--- config.mk ---
export PLATFORM = sky130hd
export DESIGN_NAME = fetch_unit
export DESIGN_NICKNAME = d
export VERILOG_FILES = /design/src/rtl/fetch_unit_pkg.sv /design/src/rtl/fetch_unit_instr_queue.sv /design/src/rtl/fetch_unit.sv
export SDC_FILE = /design/constraint.sdc
export NUM_CORES = 1
export LEC_CHECK = 0
export CAP_MARGIN = 20
export CORE_MARGIN = 2
export CORE_UTILIZATION = 43
export CTS_CLUSTER_SIZE = 12
export DETAILED_ROUTE_END_ITERATION = 12
export GPL_TIMING_DRIVEN = 0
export PLACE_DENSITY = 0.79
export SLEW_MARGIN = 10
export SYNTH_ARGS = -nofsm -noshare
export SYNTH_HDL_FRONTEND = slang
export SYNTH_SLANG_ARGS = --single-unit
--- constraint.sdc ---
create_clock -name clk -period 7.75 [get_ports clk]
set_input_delay 2.325 -clock clk [delete_from_list [all_inputs] [get_ports clk]]
set_output_delay 2.325 -clock clk [all_outputs]
set_load 0.01 [all_outputs]
--- src/rtl/fetch_unit_pkg.sv ---
// Shared types for the instruction fetch stage: FSM states, queue entry
// layout and the NOP presented to decode when nothing is buffered.
package fetch_unit_pkg;

   typedef logic [31:0] DATA_BUS;

   typedef enum logic [1:0] {
      IDLE,
      WAIT,
      FLUSH
   } fetch_state_t;

   localparam DATA_BUS NOP_INSTR = 32'h0000_0013;

   typedef struct packed {
      DATA_BUS     instr;
      logic [31:0] pc;
   } fetch_entry_t;

   function automatic logic [31:0] align_pc(input logic [31:0] addr);
      return {addr[31:2], 2'b00};
   endfunction

endpackage

--- src/rtl/fetch_unit_instr_queue.sv ---
// Small synchronous FIFO of fetched {instr, pc} entries. Flush wins over
// push and pop so a redirect always leaves the queue empty next cycle.
module fetch_unit_instr_queue
   import fetch_unit_pkg::*;
#(
   parameter int unsigned DEPTH = 2,
   localparam int unsigned AW = $clog2(DEPTH)
) (
   input  logic         clk,
   input  logic         rst,
   input  logic         push,
   input  fetch_entry_t push_data,
   input  logic         pop,
   input  logic         flush,
   output fetch_entry_t head,
   output logic [AW:0]  count,
   output logic         empty,
   output logic         full
);

   fetch_entry_t  mem_reg [DEPTH];
   logic [AW-1:0] wr_ptr_reg;
   logic [AW-1:0] rd_ptr_reg;
   logic [AW:0]   count_reg;
   logic          push_ok;
   logic          pop_ok;

   assign empty   = (count_reg == '0);
   assign full    = (count_reg == (AW+1)'(DEPTH));
   assign push_ok = push && !full && !flush;
   assign pop_ok  = pop && !empty && !flush;
   assign count   = count_reg;
   assign head    = mem_reg[rd_ptr_reg];

   // Storage has no reset: stale contents are never visible while count is 0.
   always_ff @(posedge clk) begin
      if (push_ok) begin
         mem_reg[wr_ptr_reg] <= push_data;
      end
   end

   always_ff @(posedge clk) begin
      if (rst || flush) begin
         wr_ptr_reg <= '0;
         rd_ptr_reg <= '0;
         count_reg  <= '0;
      end else begin
         if (push_ok) begin
            wr_ptr_reg <= wr_ptr_reg + 1'b1;
         end
         if (pop_ok) begin
            rd_ptr_reg <= rd_ptr_reg + 1'b1;
         end
         case ({push_ok, pop_ok})
            2'b10:   count_reg <= count_reg + 1'b1;
            2'b01:   count_reg <= count_reg - 1'b1;
            default: count_reg <= count_reg;
         endcase
      end
   end

endmodule

--- src/rtl/fetch_unit.sv ---
// Instruction fetch: owns the PC, issues one outstanding imem request at a
// time, buffers responses and hands {instr, pc} to decode via valid/ready.
module fetch_unit
   import fetch_unit_pkg::*;
#(
   parameter logic [31:0] RESET_PC = 32'h0000_0000,
   parameter int unsigned QDEPTH   = 2
) (
   input  logic        clk,
   input  logic        rst,
   output logic        imem_req,
   output logic [31:0] imem_addr,
   input  logic        imem_rvalid,
   input  logic [31:0] imem_rdata,
   input  logic        redirect_valid,
   input  logic [31:0] redirect_pc,
   output logic        instr_valid,
   output DATA_BUS     instr,
   output logic [31:0] instr_pc,
   input  logic        instr_ready
);

   localparam int unsigned CW = $clog2(QDEPTH) + 1;

   fetch_state_t  state_reg;
   logic [31:0]   pc_reg;
   logic [31:0]   redirect_target;
   logic [3:0]    since_rst_reg;

   fetch_entry_t  q_push_data;
   fetch_entry_t  q_head;
   logic [CW-1:0] q_count;
   logic          q_empty;
   logic          q_full;
   logic          q_push;
   logic          q_pop;

   assign redirect_target = align_pc(redirect_pc);

   // Queue space is reserved when the request goes out, so a push never overflows.
   assign imem_req  = !rst && (state_reg == IDLE) && !q_full && !redirect_valid;
   assign imem_addr = pc_reg;

   assign q_push      = (state_reg == WAIT) && imem_rvalid && !redirect_valid;
   assign q_pop       = instr_valid && instr_ready;
   assign q_push_data = '{instr: imem_rdata, pc: pc_reg};

   assign instr_valid = !q_empty;
   assign instr       = q_empty ? NOP_INSTR : q_head.instr;
   assign instr_pc    = q_empty ? 32'h0 : q_head.pc;

   fetch_unit_instr_queue #(
      .DEPTH (QDEPTH)
   ) u_queue (
      .clk       (clk),
      .rst       (rst),
      .push      (q_push),
      .push_data (q_push_data),
      .pop       (q_pop),
      .flush     (redirect_valid),
      .head      (q_head),
      .count     (q_count),
      .empty     (q_empty),
      .full      (q_full)
   );

   always_ff @(posedge clk) begin
      if (rst) begin
         state_reg <= IDLE;
         pc_reg    <= RESET_PC;
      end else begin
         case (state_reg)
            IDLE: begin
               // A response here belongs to a request issued before reset.
               if (redirect_valid) begin
                  pc_reg <= redirect_target;
               end else if (imem_req) begin
                  state_reg <= WAIT;
               end
            end
            WAIT: begin
               if (imem_rvalid) begin
                  state_reg <= IDLE;
                  pc_reg    <= redirect_valid ? redirect_target : pc_reg + 32'd4;
               end else if (redirect_valid) begin
                  state_reg <= FLUSH;
                  pc_reg    <= redirect_target;
               end
            end
            FLUSH: begin
               if (redirect_valid) begin
                  pc_reg <= redirect_target;
               end
               if (imem_rvalid) begin
                  state_reg <= IDLE;
               end
            end
            default: state_reg <= IDLE;
         endcase
      end
   end

   always_ff @(posedge clk) begin
      if (rst) begin
         since_rst_reg <= '0;
      end else if (since_rst_reg != 4'hF) begin
         since_rst_reg <= since_rst_reg + 4'd1;
      end
   end

   always_ff @(posedge clk) begin
      if (!rst) begin
         assert (!(state_reg == IDLE && imem_rvalid) || since_rst_reg <= 4'd8);
         assert (q_count <= CW'(QDEPTH));
      end
   end

endmodule

==> flow_summary_export.csv, run 1 <==
group,metric,value,unit
global_routing,grtUsageMet2,34.2,%
floorplan,io_pins,167,
logic_synthesis,logic_family,"simple AND/OR/NAND/NOR gates",
timing,worst_pin_slew,0.995,ns
layout,seq_area,4620,um2
logic_synthesis,top_cells_by_count,"128 x edfxtp_1, 103 x nor2_1, 73 x mux2i_1, 39 x dfxtp_1, 36 x nand2_1",
logic_synthesis,yosysTopAreaCell,"edfxtp_1",
logic_synthesis,ys_seq_share,62.9,%
drt,drt_iter0_drc,470,
clock_tree,insertion_delay,0.43,ns
global_routing,grt_pass1_vias,5443,
clock_tree,clock_sinks,167,
placed_design,dp_slack,1.17,ns
layout,diodes,0,
worst_hold_path,min_path_cells,0,
worst_setup_path,worst-path-max-fanout,5,
global_routing,grt_max_degree,44,
timing,setup_viol,0,
worst_setup_path,rr_worst_depth,6,
worst_setup_path,crit_family,"buffers and inverters",
global_routing,antenna_found_initial,0,
worst_setup_path,crit_type,"in -> out",
power,power_frac_seq,49.1,%
global_routing,grt-busiest-layer,"met2",
run,warning_count,28,
drt,dr_wl_met2,9080,um
power,switchingPower,0.452,mW
run_status,status,"complete, no violations",
logic_synthesis,synth.most_common_cell,"edfxtp_1",
drt,wl_met1,8020,um
logic_synthesis,synth-xor-area-share,0.833,%
==> run 1: power by group through the flow <==
stage	clock, mW	sequential (mW)	combinational (mW)
2_1_floorplan	0	1.03	0.0645
6_report	0.890	1.01	0.158
5_1_grt	0.939	1.01	0.170
4_1_cts	0.904	1.01	0.157
3_3_place_gp	0	1.03	0.152
3_5_place_dp	0	1.03	0.156
==> run 1: cell type report <==
class	instances	area share [%]
clock buffer	17	4.27
tap	220	2.76
inverter	5	0.188
clock inverter	15	2.02
sequential	167	46.4
buffer	40	1.78
timing repair buffer	165	17.0
multi-input combinational	400	25.6
==> run 1: layout by cell type (no fill, tap or decap), drive strengths merged, types with 7 or more instances in the layout <==
cell type / synthesis / layout
mux2i: 73 / 73
nand2: 37 / 37
a21oi: 17 / 17
o21ai: 18 / 18
dfxtp: 39 / 39
clkdlybuf4s50: 0 / 162
o22ai: 7 / 7
nand4: 13 / 13
nor3: 17 / 17
nand3: 19 / 19
nor2: 106 / 106
buf: 20 / 23
a211oi: 7 / 7
edfxtp: 128 / 128
inv: 5 / 8
clkbuf: 20 / 37
==> run 1: per-stage QoR <==
step | hold slack [ns] | instance area [um2] | std cells
finish | 0.490 | 9970 | 1029
global route | 0.502 | 9970 | 1029
CTS | 0.489 | 9970 | 1029
detailed placement | 0.474 | 9340 | 997
global placement | 0.460 | 9250 | 994
floorplan | 0.509 | 7360 | 612
==> run 1: worst max-delay path by stage <==
stage	start	endpoint	cells past startpoint
floorplan	imem_rvalid	u_queue.mem_reg[0][0]	5
global placement	imem_rvalid	u_queue.mem_reg[0][20]	5
detailed placement	rst	imem_req	5
CTS	rst	imem_req	5
global route	rst	imem_req	5
finish	rst	imem_req	5
==> run_1/m1.png <==
Supply wires on this layer in grey.
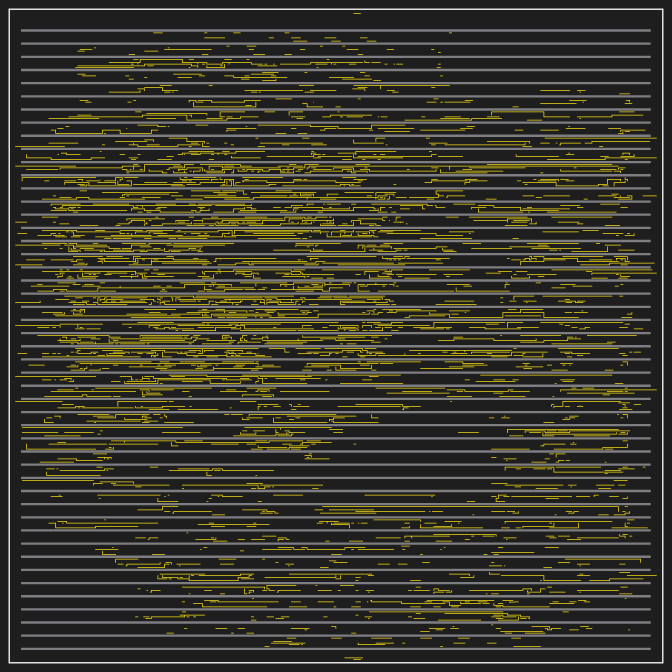
wire length on this layer: 8020 um
share of all routed wire: 42%
nets with wire on the layer: 766
global routing usage on met1: 27.7%
Routed WL: 19300 um
via count: 5703

==> run_1/class_map.png <==
The bar under the picture is 50 um long. Fill, decap, tap and diode cells in grey.
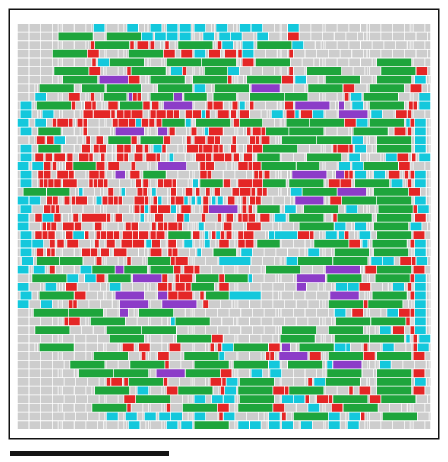
| colour | class | cells |
|---|---|---|
| purple | clock drivers and dummy loads | 32 |
| cyan | remaining buffers and delay cells | 205 |
| green | sequential cells | 167 |
| red | remaining logic cells | 405 |
core area: 16600 um2
Rows: 47
Seq/total area: 46.4%
Layout Utilization: 59.9%
post-route cell area: 9970 um2

==> run_1/route_heat.png <==
The die is cut into 27 by 27 equal tiles; black is low, pale yellow is high, scaled to the fullest tile. Values are wire area over tile area, all layers added.
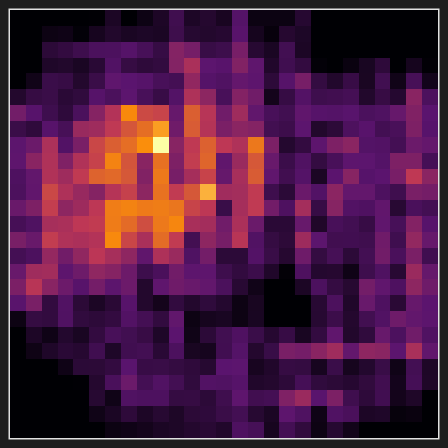
densest ninth of the die: middle left
nearly empty tiles: 12%
fullest tile: 0.79
mean over tiles: 0.18
tiles over half the peak: 8.2%
WL/cell: 18.7 um
Tot GR Track Use: 21.4%

==> run_1/layers.png <==
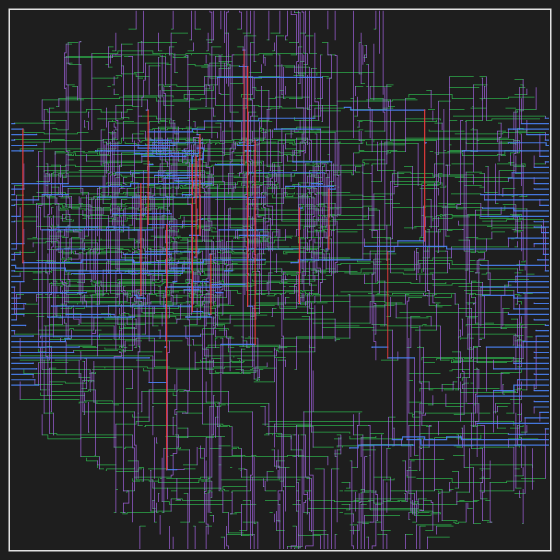
| colour | layer | wire length |
|---|---|---|
| green | M1 | 8020 um |
| purple | M2 | 9080 um |
| blue | M3 | 1690 um |
| red | M4 | 490 um |

==> run 2: changes to the inputs <==
Settings changed: ABC_CLOCK_PERIOD_IN_PS set to 7750, CTS_CLUSTER_SIZE 12 to unset.
==> run_2/route_heat.png <==
The die is cut into 27 by 27 equal tiles; black is low, pale yellow is high, scaled to the fullest tile. Values are wire area over tile area, all layers added.
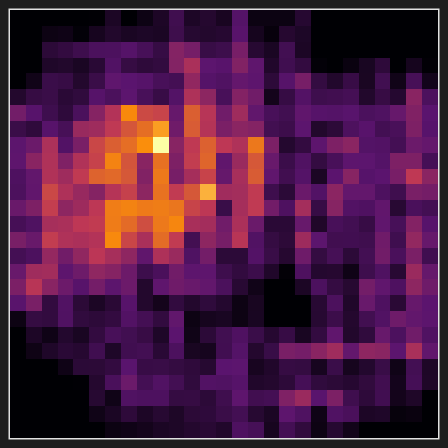
nearly empty tiles: 12%
mean over tiles: 0.18
tiles over half the peak: 8.2%
densest ninth of the die: middle left
emptiest ninth of the die: lower left

==> run 2 against run 1 <==
Net effect:
- sequential share of layout area stayed put
- non-clock buffer count stayed put
- worst hold slack stayed put
- critical path type unchanged
- largest power group unchanged
- highest routed layer unchanged
==> flow_summary_export.csv, run 2 <==
group,metric,value,unit
worst_setup_path,endpoint,"imem_req",
run,warning_count,28,
drt,wl_per_cell,18.7,um
logic_synthesis,ys_seq_share,62.9,%
drt,dr_wl_met2,9080,um
logic_synthesis,synth.most_common_cell,"edfxtp_1",
timing,hold_ws,0.490,ns
floorplan,core,16600,um2
worst_setup_path,crit_path_start,"rst",
clock_tree,clock_sinks,167,
layout,diodes,0,
timing,setup_viol,0,
layout,final_cell_mix,"162 x clkdlybuf4s50_1, 128 x edfxtp_1, 102 x nor2_1",
global_routing,antenna_found_initial,0,
timing,worst_pin_slew,0.995,ns
floorplan,io_pins,167,
layout,utilization,59.9,%
clock_tree,insertion_delay,0.43,ns
placed_design,placed_cell_area,9340,um2
drt,routed-via-count,5703,
drt,wl_met1,8020,um
power,seq_power,1.01,mW
power,clock_power,0.890,mW
layout,layout_top_cell,"clkdlybuf4s50_1",
drt,routed_wl,19300,um
drt,drt_iter0_drc,470,
run_status,status,"complete, no violations",
logic_synthesis,yosysTopAreaCell,"edfxtp_1",
power,largestPowerGroup,"sequential cells",
layout,fin_area,9970,um2
global_routing,grt_util_all_layers,21.4,%
power,p_comb,0.158,mW
worst_setup_path,worst-path-max-fanout,5,
global_routing,grt_pass1_vias,5443,
==> run_2/class_map.png <==
The bar under the picture is 50 um long. Fill, decap, tap and diode cells in grey.
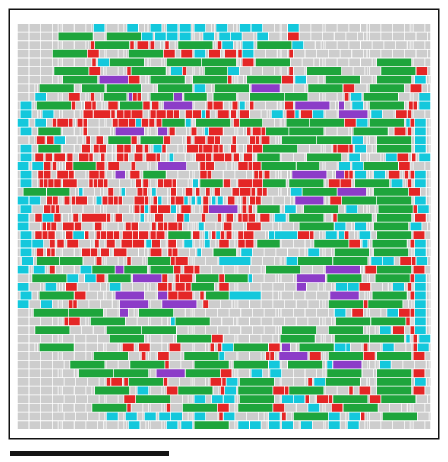

==> run 2: worst max-delay path: stages <==
cell and delay (ns):
clkdlybuf4s50_1 0.48, nor2_1 0.43, nand2_1 0.10, nor3_1 0.33
clkdlybuf4s50_1 0.62
==> run 2: worst min path at each step <==
stage	from	end	cells past startpoint
2_1_floorplan	imem_addr[0]	u_queue.mem_reg[0][0]	0
3_3_place_gp	imem_addr[1]	u_queue.mem_reg[0][1]	0
3_5_place_dp	imem_addr[1]	u_queue.mem_reg[1][1]	0
4_1_cts	imem_addr[1]	u_queue.mem_reg[0][1]	0
5_1_grt	imem_addr[1]	u_queue.mem_reg[0][1]	0
6_report	imem_addr[1]	u_queue.mem_reg[1][1]	0
==> run 2: logic make-up (layout without fill, tap and decap cells) <==
logic type,Yosys count,count (layout),share of synthesized area [%]
mux,74,74,10.1
buf+inv,45,242,2.67
simple gates,229,229,15.1
xor+xnor,7,7,0.833
flops,167,167,62.9
compound gates,88,88,8.11
fa+ha+maj,2,2,0.340
==> run 2: per-layer routing <==
layer / up-vias / track usage, %
li1: 2661 / -
met1: 2746 / 27.7
met2: 256 / 34.2
met3: 40 / 6.34
met4: 0 / 8.30
met5: - / 0
==> run 2: stage by stage <==
stage / power [mW] / setup slack (ns)
2_1_floorplan: 1.09 / 1.57
3_3_place_gp: 1.18 / -0.376
3_5_place_dp: 1.19 / 1.17
4_1_cts: 2.07 / 1.15
5_1_grt: 2.12 / 1.07
6_report: 2.06 / 1.13
==> run 2: area by class of cell <==
cell class / instances / area, um2
Buffer: 40 / 178
Clock buffer: 17 / 425
Clock inverter: 15 / 201
Fill cell: 1385 / 6670
Inverter: 5 / 18.8
Multi-Input combinational cell: 400 / 2550
Sequential cell: 167 / 4620
Tap cell: 220 / 275
Timing Repair Buffer: 165 / 1700
Power and IR drop assume default switching activity.
